**src/rtl/if_fetch_stage.sv**
```systemverilog
// Instruction-fetch stage: owns the PC, requests instruction memory, and fills the
// IF/ID latch while honouring decode stalls and execute-stage redirects.
module if_fetch_stage #(
    parameter int                   WORD_SIZE = 16,
    parameter logic [WORD_SIZE-1:0] RESET_PC  = '0
) (
    input  logic                 clk,
    input  logic                 reset_n,
    output logic [WORD_SIZE-1:0] fetch_pc,
    input  logic [WORD_SIZE-1:0] pred_next_pc,
    output logic                 i_readM,
    output logic [WORD_SIZE-1:0] i_address,
    input  logic [WORD_SIZE-1:0] i_data,
    input  logic                 i_ready,
    input  logic                 stall,
    input  logic                 redirect,
    input  logic [WORD_SIZE-1:0] redirect_pc,
    output logic [WORD_SIZE-1:0] if_instr,
    output logic [WORD_SIZE-1:0] if_pc,
    output logic [WORD_SIZE-1:0] if_pred_pc,
    output logic                 if_valid,
    output logic [WORD_SIZE-1:0] num_fetched
);

    localparam logic [1:0] S_FETCH = 2'd0;
    localparam logic [1:0] S_HOLD  = 2'd1;
    localparam logic [1:0] S_DRAIN = 2'd2;

    logic [1:0]           state_q, state_d;
    logic [WORD_SIZE-1:0] pc_q, pc_d;
    logic [WORD_SIZE-1:0] req_addr_q, req_addr_d;
    logic [WORD_SIZE-1:0] if_instr_q, if_instr_d;
    logic [WORD_SIZE-1:0] if_pc_q, if_pc_d;
    logic [WORD_SIZE-1:0] if_pred_q, if_pred_d;
    logic                 if_valid_q, if_valid_d;
    logic [WORD_SIZE-1:0] num_q, num_d;
    logic [WORD_SIZE-1:0] buf_instr_q, buf_instr_d;
    logic [WORD_SIZE-1:0] buf_pc_q, buf_pc_d;
    logic [WORD_SIZE-1:0] buf_pred_q, buf_pred_d;

    always_comb begin
        state_d     = state_q;
        pc_d        = pc_q;
        req_addr_d  = req_addr_q;
        if_instr_d  = if_instr_q;
        if_pc_d     = if_pc_q;
        if_pred_d   = if_pred_q;
        if_valid_d  = if_valid_q;
        num_d       = num_q;
        buf_instr_d = buf_instr_q;
        buf_pc_d    = buf_pc_q;
        buf_pred_d  = buf_pred_q;

        if (redirect) begin
            if_valid_d  = 1'b0;
            buf_instr_d = '0;
            buf_pc_d    = '0;
            buf_pred_d  = '0;
            pc_d        = redirect_pc;
            // An outstanding request must finish on its original address before refetching.
            if ((state_q == S_FETCH || state_q == S_DRAIN) && !i_ready) begin
                state_d = S_DRAIN;
            end else begin
                req_addr_d = redirect_pc;
                state_d    = S_FETCH;
            end
        end else begin
            case (state_q)
                S_FETCH: begin
                    if (i_ready) begin
                        pc_d       = pred_next_pc;
                        req_addr_d = pred_next_pc;
                        if (stall) begin
                            buf_instr_d = i_data;
                            buf_pc_d    = pc_q;
                            buf_pred_d  = pred_next_pc;
                            state_d     = S_HOLD;
                        end else begin
                            if_instr_d = i_data;
                            if_pc_d    = pc_q;
                            if_pred_d  = pred_next_pc;
                            if_valid_d = 1'b1;
                            num_d      = num_q + WORD_SIZE'(1);
                        end
                    end else if (!stall) begin
                        if_valid_d = 1'b0;
                    end
                end
                S_HOLD: begin
                    if (!stall) begin
                        if_instr_d = buf_instr_q;
                        if_pc_d    = buf_pc_q;
                        if_pred_d  = buf_pred_q;
                        if_valid_d = 1'b1;
                        num_d      = num_q + WORD_SIZE'(1);
                        state_d    = S_FETCH;
                    end
                end
                S_DRAIN: begin
                    if (i_ready) begin
                        req_addr_d = pc_q;
                        state_d    = S_FETCH;
                    end
                end
                default: state_d = S_FETCH;
            endcase
        end
    end

    always_ff @(posedge clk) begin
        if (!reset_n) begin
            state_q     <= S_FETCH;
            pc_q        <= RESET_PC;
            req_addr_q  <= RESET_PC;
            if_instr_q  <= '0;
            if_pc_q     <= '0;
            if_pred_q   <= '0;
            if_valid_q  <= 1'b0;
            num_q       <= '0;
            buf_instr_q <= '0;
            buf_pc_q    <= '0;
            buf_pred_q  <= '0;
        end else begin
            state_q     <= state_d;
            pc_q        <= pc_d;
            req_addr_q  <= req_addr_d;
            if_instr_q  <= if_instr_d;
            if_pc_q     <= if_pc_d;
            if_pred_q   <= if_pred_d;
            if_valid_q  <= if_valid_d;
            num_q       <= num_d;
            buf_instr_q <= buf_instr_d;
            buf_pc_q    <= buf_pc_d;
            buf_pred_q  <= buf_pred_d;
        end
    end

    assign fetch_pc    = pc_q;
    assign i_address   = req_addr_q;
    assign i_readM     = (state_q != S_HOLD);
    assign if_instr    = if_instr_q;
    assign if_pc       = if_pc_q;
    assign if_pred_pc  = if_pred_q;
    assign if_valid    = if_valid_q;
    assign num_fetched = num_q;

endmodule

```
**config.mk**
```make
export PLATFORM = sky130hd
export DESIGN_NAME = if_fetch_stage
export DESIGN_NICKNAME = d
export VERILOG_FILES = /design/src/rtl/if_fetch_stage.sv
export SDC_FILE = /design/constraint.sdc
export NUM_CORES = 1
export LEC_CHECK = 0
export ABC_CLOCK_PERIOD_IN_PS = 3300
export CORE_MARGIN = 10
export CORE_UTILIZATION = 53
export DETAILED_ROUTE_END_ITERATION = 12
export PLACE_DENSITY = 0.89
export SYNTH_ARGS = -nofsm -noshare
export SYNTH_HDL_FRONTEND = slang
export SYNTH_SLANG_ARGS = --single-unit
```
**constraint.sdc**
```tcl
create_clock -name clk -period 3.3 [get_ports clk]
set_clock_uncertainty 0.05 [all_clocks]
set_input_delay 0.825 -clock clk [delete_from_list [all_inputs] [get_ports clk]]
set_output_delay 0.825 -clock clk [all_outputs]
set_load 0.1 [all_outputs]
```
==> highlights.md <==
- run status: finished, final reports clean
- routing usage on met1: 24.89%
- H-tree depth reported by CTS: 4
- hold path startpoint: buf_pred_q[14]
- Max Clock Freq: 400.6 MHz
- transition at the pin with the smallest max-transition slack: 987.5 ps
- routed metal-1 wirelength: 7344 µm
- main flop type: dfxtp_1
- Top Layout Cells: 147 x dfxtp_1, 138 x nand2_1, 107 x buf_4, 77 x nor2_1, 68 x mux2i_1
- pin count of the biggest net entering global routing: 61
- total nets after synthesis: 765
- Die X: 127.5 µm
- count of warning messages emitted by the tools: 26
- number of nets at the end of the flow: 891
- adder-cell area share of the yosys netlist: 0.2042%
- final setup vio count: 0
- total congestion overflow after global routing: 0
- total stage count of the critical path: 2
- starting DRC count in detailed routing: 614
- clock tree root driver cell: clkbuf_16
- Reg-to-Reg End: buf_instr_q[3]
- shortest clock period the worst path allows after layout: 2496 ps
- Tot Pwr: 4.851 mW
- Syn-to-layout area delta: 31.84%
- depth of the worst register-to-register path: 4
- met2 routed WL: 9120 µm
- final core utilization: 71.04%
- total net switching power: 1.509 mW
- MUX area fraction: 11.11%
- # clock sinks: 147
- cell count after synthesis: 711
- ranking of synthesized cells by area: dfxtp_1 48%, mux2i_1 11%, nand2_1 8.5%, a211oi_1 7.8%, nor2_1 4.8%
- combinational power: 0.970 mW
- class of the most critical hold timing path: reg -> reg
- Top logic family: simple AND/OR/NAND/NOR gates
- switching fraction of total power: 31.11%
- Setup WS post-layout: 803.6 ps
- final cycle utilization of the critical path: 75.65%
- clock network power: 1.97 mW
- wire length of the first global-routing pass: 28860 µm
- Buf+Inv Stages, Crit Path: 1
- Highest Signal Layer: met4
- Worst IR Drop VDD: 0.4923 mV
- standby leakage power: 3.457 nW
- Core Footprint: 0.01137 mm²
- yosys aoi share: 15.11%
- Site Rows: 39
- XOR Share, Synth: 1.144%
- Setup Total Neg Slack: 0 ps
- Finished Cell Area: 0.008077 mm²
- clock tree from TritonCTS: built
- clock-pin slew on the worst setup and hold paths: 60 ps
- Layout fillers: 844
- CP Capture Point: i_readM
- post-route DRC violation count: 0
- Data required, critical path: 2420 ps
- start point of the critical path: state_q[1]
- antenna violations before repair: 0
- via/cell ratio: 5.688
- later-pin clock latency in the skew report: 430 ps
- number of vias in the routed layout: 5648
- biggest cell delay along the critical path: 480 ps
- Hold Path Sink: buf_pred_q[14]
- floorplan-stage core utilization: 53.88%
- IO Port Bufs: 150
- ratio of cells with drive above 1 in the final layout: 17.53%
- Hold Path Stages: 2
- arrival time reported for the critical path endpoint: 1620 ps
- critical-path cell list: nand2b_4 > buf_12
- cell with the largest stage delay on the worst path: dfxtp_1
- area of placed instances: 0.007472 mm²
- number of flops mapped to enable cells by yosys: 0
- part of the power in combinational logic: 20.0%
- kind of cell adding the most delay to the critical path: flip-flops
- number of gates resized after cts: 0
- power per standard cell area: 600.7 mW/mm²
- maximum net fanout on the critical path: 23
- DP Wirelength: 12530 µm
- worst hold slack after final layout: 401.1 ps
- Pins Over Slew Limit: 0
- final cell count without fillers: 993
- share of power burned in registers: 39.5%
- cts bufs inserted: 17
-- Yosys cell counts, types with 2 or more instances --
master / count
a211oi_1: 64
a21oi_1: 53
and3_1: 18
buf_1: 4
buf_2: 15
buf_4: 2
clkbuf_1: 33
dfxtp_1: 147
inv_1: 19
mux2i_1: 68
nand2_1: 139
nand2b_1: 7
nand3_1: 6
nand4_1: 4
nor2_1: 78
nor3_1: 2
nor4_1: 4
o21ai_0: 3
o31ai_1: 2
o32ai_1: 16
or2_2: 2
or3_1: 3
or4_1: 2
xnor2_1: 4
xor2_1: 4
-- area by class of cell --
cell class	count	share of cell area, %
clock buffers	22	5.871
repair buffers	162	17.13
inverters	20	0.9295
flip-flops and latches	147	36.44
well taps	143	2.215
multi-input cells	489	35.80
clock inverters	10	1.611
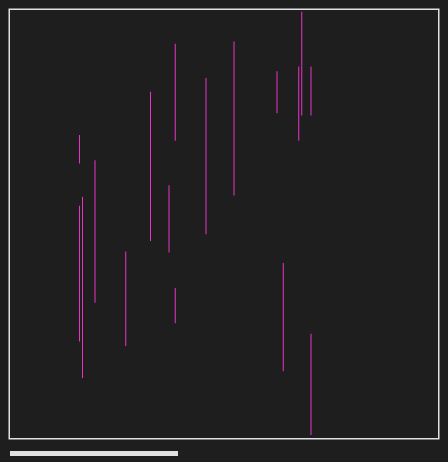
m4.png
Bar = 50 µm.
- main direction: vertical
- share of all routed wire: 2.8%

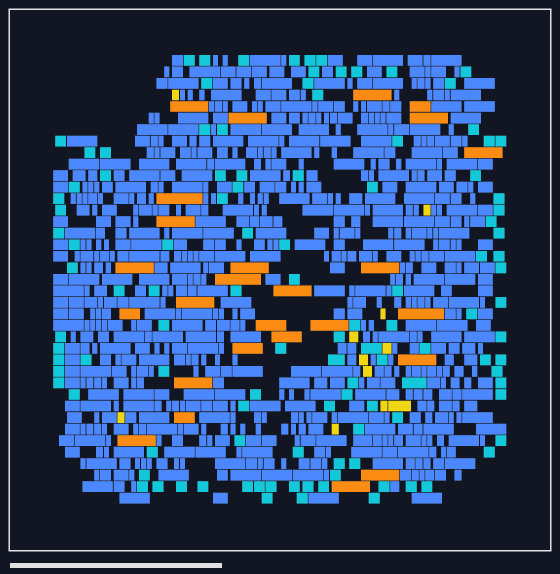
sizing.png
Bar = 50 µm.
- orange: x6 and larger (cells 26; share 3.1%; most used clkbuf_16)
- cyan: x3 and x4 (cells 112; share 13%; most used buf_4)
- blue: x1 and smaller (cells 701; share 82%; most used dfxtp_1)
- yellow: x2 (cells 11; share 1.3%; most used clkinv_2)

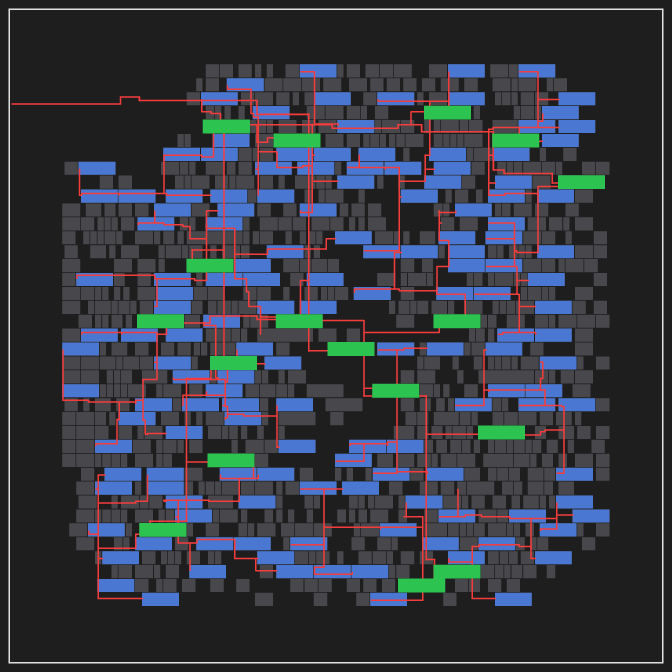
clock_wires.png
- red: clock wires (length 1690 µm)
- green: clock-net drivers (count 17)
- blue: flip-flops (count 147)
- routed clock nets: 18

Power is estimated from default activity; no workload was simulated.
